Figure 1. The metal 1 layer.
Bar = 50 um.
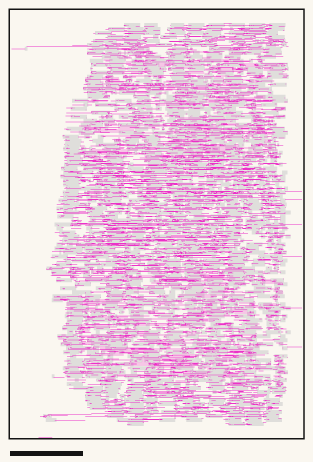
Figure 2. M2 wires.
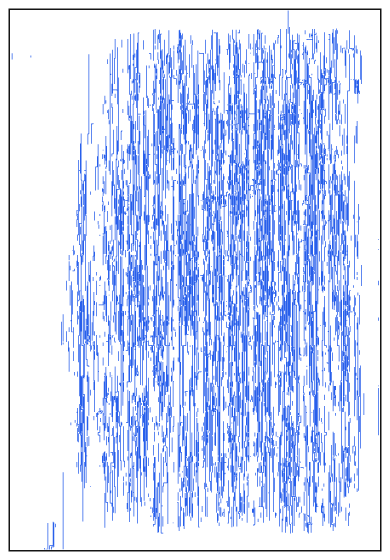
Figure 3. Signal wires on met3.
Bar = 50 um.
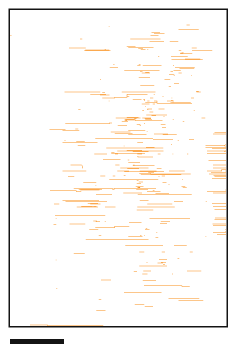
Figure 4. Metal 4.
Bar = 50 um.
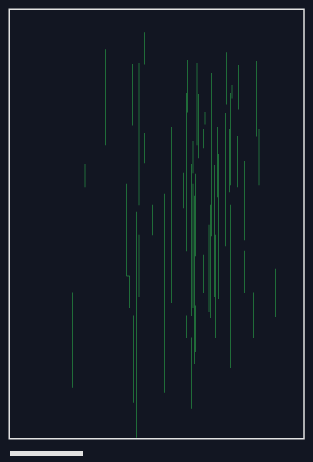
[src/rtl/inst_sequencer_pkg.sv]
// Shared definitions for the instruction sequencer: FSM state encoding and default widths.
// Opcode encodings themselves live with the controller, not here.
package inst_sequencer_pkg;

    typedef enum logic [2:0] {
        ST_IDLE,
        ST_FETCH,
        ST_ISSUE,
        ST_WRAP,
        ST_HALT
    } seq_state_t;

    localparam int SEQ_OP_W = 6;

endpackage

[src/rtl/inst_sequencer_rom_sp.sv]
// Single-port DEPTH x OP_W program memory with a registered read, shaped for block-RAM inference.
// A write takes the port for that cycle; the read data register then holds its previous value.
module inst_rom_sp #(
    parameter int DEPTH  = 82,
    parameter int ADDR_W = 7,
    parameter int OP_W   = 6
) (
    input  logic              clk,
    input  logic              i_we,
    input  logic              i_re,
    input  logic [ADDR_W-1:0] i_addr,
    input  logic [OP_W-1:0]   i_wdata,
    output logic [OP_W-1:0]   o_rdata
);

    logic [OP_W-1:0] r_mem [DEPTH];
    logic [OP_W-1:0] r_rdata;

    always_ff @(posedge clk) begin
        if (i_we) begin
            r_mem[i_addr] <= i_wdata;
        end else if (i_re) begin
            r_rdata <= r_mem[i_addr];
        end
    end

    assign o_rdata = r_rdata;

endmodule

[src/rtl/inst_sequencer.sv]
// Hardware opcode source for the controller: program memory, PC, restart/run bookkeeping and
// the compact/fast mode flop. Halts after MAX_RUNS completed runs (0 = run forever).
module inst_sequencer
    import inst_sequencer_pkg::*;
#(
    parameter int DEPTH    = 82,
    parameter int ADDR_W   = 7,
    parameter int OP_W     = SEQ_OP_W,
    parameter int MAX_RUNS = 3,
    parameter int RUN_W    = 4
) (
    input  logic              clk,
    input  logic              rst,
    input  logic              load_en,
    input  logic [ADDR_W-1:0] load_addr,
    input  logic [OP_W-1:0]   load_data,
    input  logic              start,
    input  logic              next,
    input  logic              prog_end,
    output logic [OP_W-1:0]   opcode,
    output logic              opcode_valid,
    output logic              compact_fast,
    output logic [ADDR_W-1:0] pc,
    output logic [RUN_W-1:0]  run_count,
    output logic              busy,
    output logic              halted
);

    localparam logic [ADDR_W-1:0] PC_LAST  = ADDR_W'(DEPTH - 1);
    localparam logic [ADDR_W:0]   LD_LIMIT = (ADDR_W + 1)'(DEPTH);
    localparam logic [RUN_W-1:0]  RUN_MAX  = '1;
    localparam logic [RUN_W-1:0]  RUN_LIM  = RUN_W'(MAX_RUNS);

    seq_state_t        r_state;
    seq_state_t        w_state_nxt;
    logic [OP_W-1:0]   r_opcode;
    logic              r_valid;
    logic              r_cf;
    logic [ADDR_W-1:0] r_pc;
    logic [RUN_W-1:0]  r_run;
    logic              r_pend;

    logic              w_in_run;
    logic              w_next_iss;
    logic              w_prog_evt;
    logic              w_wrap_evt;
    logic              w_run_evt;
    logic [RUN_W-1:0]  w_run_inc;
    logic              w_limit;
    logic              w_fetch_go;
    logic              w_load_ok;
    logic [ADDR_W-1:0] w_pc_nxt;
    logic [ADDR_W-1:0] w_rom_addr;
    logic [OP_W-1:0]   w_rom_rdata;

    assign w_in_run   = (r_state == ST_FETCH) || (r_state == ST_ISSUE);
    assign w_next_iss = (r_state == ST_ISSUE) && next;
    // A pending restart already counted this run, so neither a repeat prog_end nor a wrap counts again.
    assign w_prog_evt = w_in_run && prog_end && !r_pend;
    assign w_wrap_evt = w_next_iss && !r_pend && !prog_end && (r_pc == PC_LAST);
    assign w_run_evt  = w_prog_evt || w_wrap_evt;
    assign w_run_inc  = (r_run == RUN_MAX) ? r_run : r_run + 1'b1;
    assign w_limit    = w_run_evt && (MAX_RUNS != 0) && (w_run_inc == RUN_LIM);
    assign w_fetch_go = ((r_state == ST_IDLE) && start) || (w_next_iss && !w_limit);

    // The read is launched on the edge that enters FETCH so the opcode lands one edge later.
    always_comb begin
        w_pc_nxt = r_pc;
        if ((r_state == ST_IDLE) && start) begin
            w_pc_nxt = '0;
        end else if (w_next_iss) begin
            if (r_pend || prog_end || (r_pc == PC_LAST)) begin
                w_pc_nxt = '0;
            end else begin
                w_pc_nxt = r_pc + 1'b1;
            end
        end
    end

    assign w_load_ok  = load_en && ({1'b0, load_addr} < LD_LIMIT) &&
                        (((r_state == ST_IDLE) && !start) || (r_state == ST_HALT));
    assign w_rom_addr = w_load_ok ? load_addr : w_pc_nxt;

    inst_rom_sp #(
        .DEPTH  (DEPTH),
        .ADDR_W (ADDR_W),
        .OP_W   (OP_W)
    ) u_rom (
        .clk     (clk),
        .i_we    (w_load_ok),
        .i_re    (w_fetch_go),
        .i_addr  (w_rom_addr),
        .i_wdata (load_data),
        .o_rdata (w_rom_rdata)
    );

    always_comb begin
        w_state_nxt = r_state;
        case (r_state)
            ST_IDLE:  if (start) w_state_nxt = ST_FETCH;
            ST_FETCH: w_state_nxt = w_limit ? ST_WRAP : ST_ISSUE;
            ST_ISSUE: begin
                if (w_limit) begin
                    w_state_nxt = ST_WRAP;
                end else if (next) begin
                    w_state_nxt = ST_FETCH;
                end
            end
            ST_WRAP:  w_state_nxt = ST_HALT;
            ST_HALT:  w_state_nxt = ST_HALT;
            default:  w_state_nxt = ST_IDLE;
        endcase
    end

    always_ff @(posedge clk or posedge rst) begin
        if (rst) begin
            r_state  <= ST_IDLE;
            r_opcode <= '0;
            r_valid  <= 1'b0;
            r_cf     <= 1'b0;
            r_pc     <= '0;
            r_run    <= '0;
            r_pend   <= 1'b0;
        end else begin
            r_state <= w_state_nxt;
            r_pc    <= w_pc_nxt;
            if (w_next_iss || (w_state_nxt == ST_WRAP)) begin
                r_valid <= 1'b0;
            end else if (r_state == ST_FETCH) begin
                r_opcode <= w_rom_rdata;
                r_valid  <= 1'b1;
            end
            if (w_run_evt) begin
                r_cf  <= ~r_cf;
                r_run <= w_run_inc;
            end
            if (w_next_iss) begin
                r_pend <= 1'b0;
            end else if (w_prog_evt) begin
                r_pend <= 1'b1;
            end
        end
    end

    assign opcode       = r_opcode;
    assign opcode_valid = r_valid;
    assign compact_fast = r_cf;
    assign pc           = r_pc;
    assign run_count    = r_run;
    assign busy         = (r_state == ST_FETCH) || (r_state == ST_ISSUE) || (r_state == ST_WRAP);
    assign halted       = (r_state == ST_HALT);

endmodule

[config.mk]
export PLATFORM = sky130hd
export DESIGN_NAME = inst_sequencer
export DESIGN_NICKNAME = d
export VERILOG_FILES = /design/src/rtl/inst_sequencer_pkg.sv /design/src/rtl/inst_sequencer_rom_sp.sv /design/src/rtl/inst_sequencer.sv
export SDC_FILE = /design/constraint.sdc
export NUM_CORES = 1
export LEC_CHECK = 0
export CELL_PAD_IN_SITES_DETAIL_PLACEMENT = 0
export CELL_PAD_IN_SITES_GLOBAL_PLACEMENT = 2
export CORE_ASPECT_RATIO = 1.5
export CORE_MARGIN = 8
export CORE_UTILIZATION = 41
export DETAILED_ROUTE_END_ITERATION = 16
export PLACE_DENSITY = 0.74
export SYNTH_ARGS = -nofsm -noshare
export SYNTH_HDL_FRONTEND = slang
export SYNTH_SLANG_ARGS = --single-unit
[constraint.sdc]
create_clock -name clk -period 3.05 [get_ports clk]
set_input_delay 0.61 -clock clk [delete_from_list [all_inputs] [get_ports clk]]
set_output_delay 0.61 -clock clk [all_outputs]
set_load 0.03 [all_outputs]
==> commit_impl_results.txt <==
Add synthesis and place-and-route results

- Looking at the critical path, the single cell with the biggest stage delay is sky130_fd_sc_hd__dfrtp_2.
* Gr ovfl total: 0
- Final instance area: 29200 um2
- Reg2reg setup slack: -0.58 ns
* Switching fraction of total power: 32.9%
- Tot GR Track Use: 21.9%
- In this run, flip-flops and latches consume 35.1% of the power.
- Longest Clk Path Bufs: 3
* Worst setup margin: -0.582 ns
- Via count of the first global-routing pass: 14700
* Worst-Margin Slew: 0.976 ns
* Cts hold-fix bufs: 0
* Final Power: 23.4 mW
- The floorplan has 101 rows.
* Fraction of post-synthesis cell area in the top cell type by area: 72.0%
- Final Hold Violating Endpoints: 0
- Combinational share of power: 40.2%
- WHS: 0.415 ns
- Critical-path maximum fanout: 9
* Maxcap violations: 0
* Crit-path leading delay family: AND-OR/OR-AND gates
- Most used flip-flop cell after synthesis: sky130_fd_sc_hd__edfxtp_1
- Async set-or-reset flop fraction in the synthesized netlist: 4.41%
- Synth warnings: 0
- By instance count, the cell type seen most on the critical path is sky130_fd_sc_hd__buf_4.
- Per the placement report, the placed cell count is 2354.
- By instance count after routing, the leading logic cell types are sky130_fd_sc_hd__edfxtp_1, sky130_fd_sc_hd__buf_4, sky130_fd_sc_hd__nand2_1, sky130_fd_sc_hd__buf_6, sky130_fd_sc_hd__a21oi_1.
* Chip area in the Yosys report: 20800 um2
- Pin count of the biggest net entering global routing: 83
- Layout cells sized above 1: 39.5%
- The number of nets in the synthesized netlist is 1422.
* Pre-CTS setup slack: -1.60 ns
- Internal Dissipation: 15.7 mW
* Worst vdd ir: 0.449 mV
* Input/output buffers: 39
- Setup Viol. Count Final: 492
- For reference, XOR and XNOR gates occupy 0.422% of the area reported after synthesis.
- For this design the total switching power over the nets is 7.72 mW.
- Area contributors post-synth: sky130_fd_sc_hd__edfxtp_1, sky130_fd_sc_hd__mux2i_1, sky130_fd_sc_hd__nand2_1, sky130_fd_sc_hd__dfrtp_1, sky130_fd_sc_hd__a21oi_1
- Top logic family: AND-OR/OR-AND gates
* Max incr delay on CP: 0.41 ns
- The core region is 50300 um2.
- The power report lists the clock group at 5.79 mW.
* Ports: 40
- The final report lists a non-filler cell total of 2526.
- Top cell excl fill/tap: sky130_fd_sc_hd__edfxtp_1
* Per-cell routed wire length: 25.7 um
- Die Size: 58300 um2
- Clock-pin slew reported for the worst setup and hold paths after clock tree synthesis: 0.07 ns
- Hold WC Path Type: in -> reg
- Final-layout setup total negative slack: -80.92 ns
- Post-CTS repair ended up resizing 361 cells.
- The final reports fail on negative setup slack.
- Number of flops mapped to enable cells by yosys: 498
- Worst Hold Path EP: u_rom.r_mem[39][1]$_DFFE_PP_
- Tcrit/Tclk final: 119%
* Static leakage: 10.2 nW
- Synth cell types: 70
* RR Startpoint: pc[1]$_DFF_PP0_
* Post-synth regs: 521
- For the final database, setup skew stands at 0.0231 ns.
- Tool Warnings: 30
- For this design, the sink count on the clock tree is 521.
- Latest clock arrival within the worst-skew pair: 0.58 ns
- Per STA, the worst path is made up of inv_2 > ha_4 > nand4b_1 > or3_4 > a21oi_4 > buf_6 > buf_4 > a311o_1 > buf_4 > nand2_1 > buf_4 > a221oi_1 > nor2_2 > o31ai_4 > o32ai_4 > a221o_1.
* Inserted Diodes: 0
* Number of fillers in the final layout: 3906
- The initial antenna violation count was 0.
- Outcome: finished, violations left
- Using the TritonRoute via totals, the vias-per-cell ratio works out to 5.62.
- Following the worst setup path forward leads to its endpoint at u_rom.o_rdata[1]$_DFFE_PP_.
* Critical Path Source Type: flop
- Post-synthesis cell count from yosys: 1400
- For the worst reg-to-reg path, the endpoint reported by OpenROAD is u_rom.o_rdata[1]$_DFFE_PP_.
## Picture notes: Figure 1
The longest straight run is 63.0 um. The layer holds 37% of the routed length. 1748 nets have wire on it. The wires run mostly horizontal. The layer carries 24.4 mm of wire.

## Picture notes: Figure 2
The layer carries 34.5 mm of wire. The longest straight run is 119 um. The layer holds 53% of the routed length. The wires run mostly vertical. 1613 nets have wire on it.
detailed-route via count: 14200
Global Route met2 Usage: 39.5%

## Picture notes: Figure 3
The layer holds 5.0% of the routed length. The longest straight run is 57.5 um. The layer carries 3230 um of wire. 183 nets have wire on it. The wires run mostly horizontal.
final WL: 65000 um
global routing usage on met3: 2.42%

## Picture notes: Figure 4
The layer holds 4.5% of the routed length. The wires run mostly vertical. 35 nets have wire on it.

[sequential cells by signal (all words and copies together), names as in the netlist]
signal / count
compact_fast: 1
opcode: 6
opcode_valid: 1
pc: 7
r_pend: 1
r_state: 3
run_count: 4
u_rom.o_rdata: 6
u_rom.r_mem: 492
[cell type report]
class                   count  area (um2)  area share (%)
multi-input cells         786        6550            22.4
flip-flops and latches    521       15500            53.2
repair buffers            455        4770            16.3
inverters                   8        30.0           0.103
well taps                 669         837            2.87
clock inverters            26         199           0.681
clock buffers              61        1290            4.42
[synthesized netlist by cell type, types with 14 or more instances]
| master | number |
|---|---|
| sky130_fd_sc_hd__a21oi_1 | 88 |
| sky130_fd_sc_hd__a221o_1 | 17 |
| sky130_fd_sc_hd__a221oi_1 | 38 |
| sky130_fd_sc_hd__a222oi_1 | 14 |
| sky130_fd_sc_hd__buf_2 | 34 |
| sky130_fd_sc_hd__clkbuf_1 | 34 |
| sky130_fd_sc_hd__dfrtp_1 | 23 |
| sky130_fd_sc_hd__edfxtp_1 | 498 |
| sky130_fd_sc_hd__mux2i_1 | 74 |
| sky130_fd_sc_hd__nand2_1 | 187 |
| sky130_fd_sc_hd__nand3_1 | 21 |
| sky130_fd_sc_hd__nor2_1 | 96 |
| sky130_fd_sc_hd__nor3_1 | 28 |
| sky130_fd_sc_hd__nor4_1 | 32 |
| sky130_fd_sc_hd__o21ai_0 | 16 |
| sky130_fd_sc_hd__o22ai_1 | 37 |
[metal layers]
layer | share of wire (%) | global-route usage, % | vias to the layer above | routed length (um)
met5 | 0 | 0 | - | 0
met4 | 4.5 | 9.77 | 0 | 2930
met3 | 5.0 | 2.42 | 122 | 3230
met2 | 53 | 39.5 | 476 | 34500
met1 | 37 | 25.8 | 7255 | 24400
li1 | - | - | 6331 | -
Power and IR drop assume default switching activity.
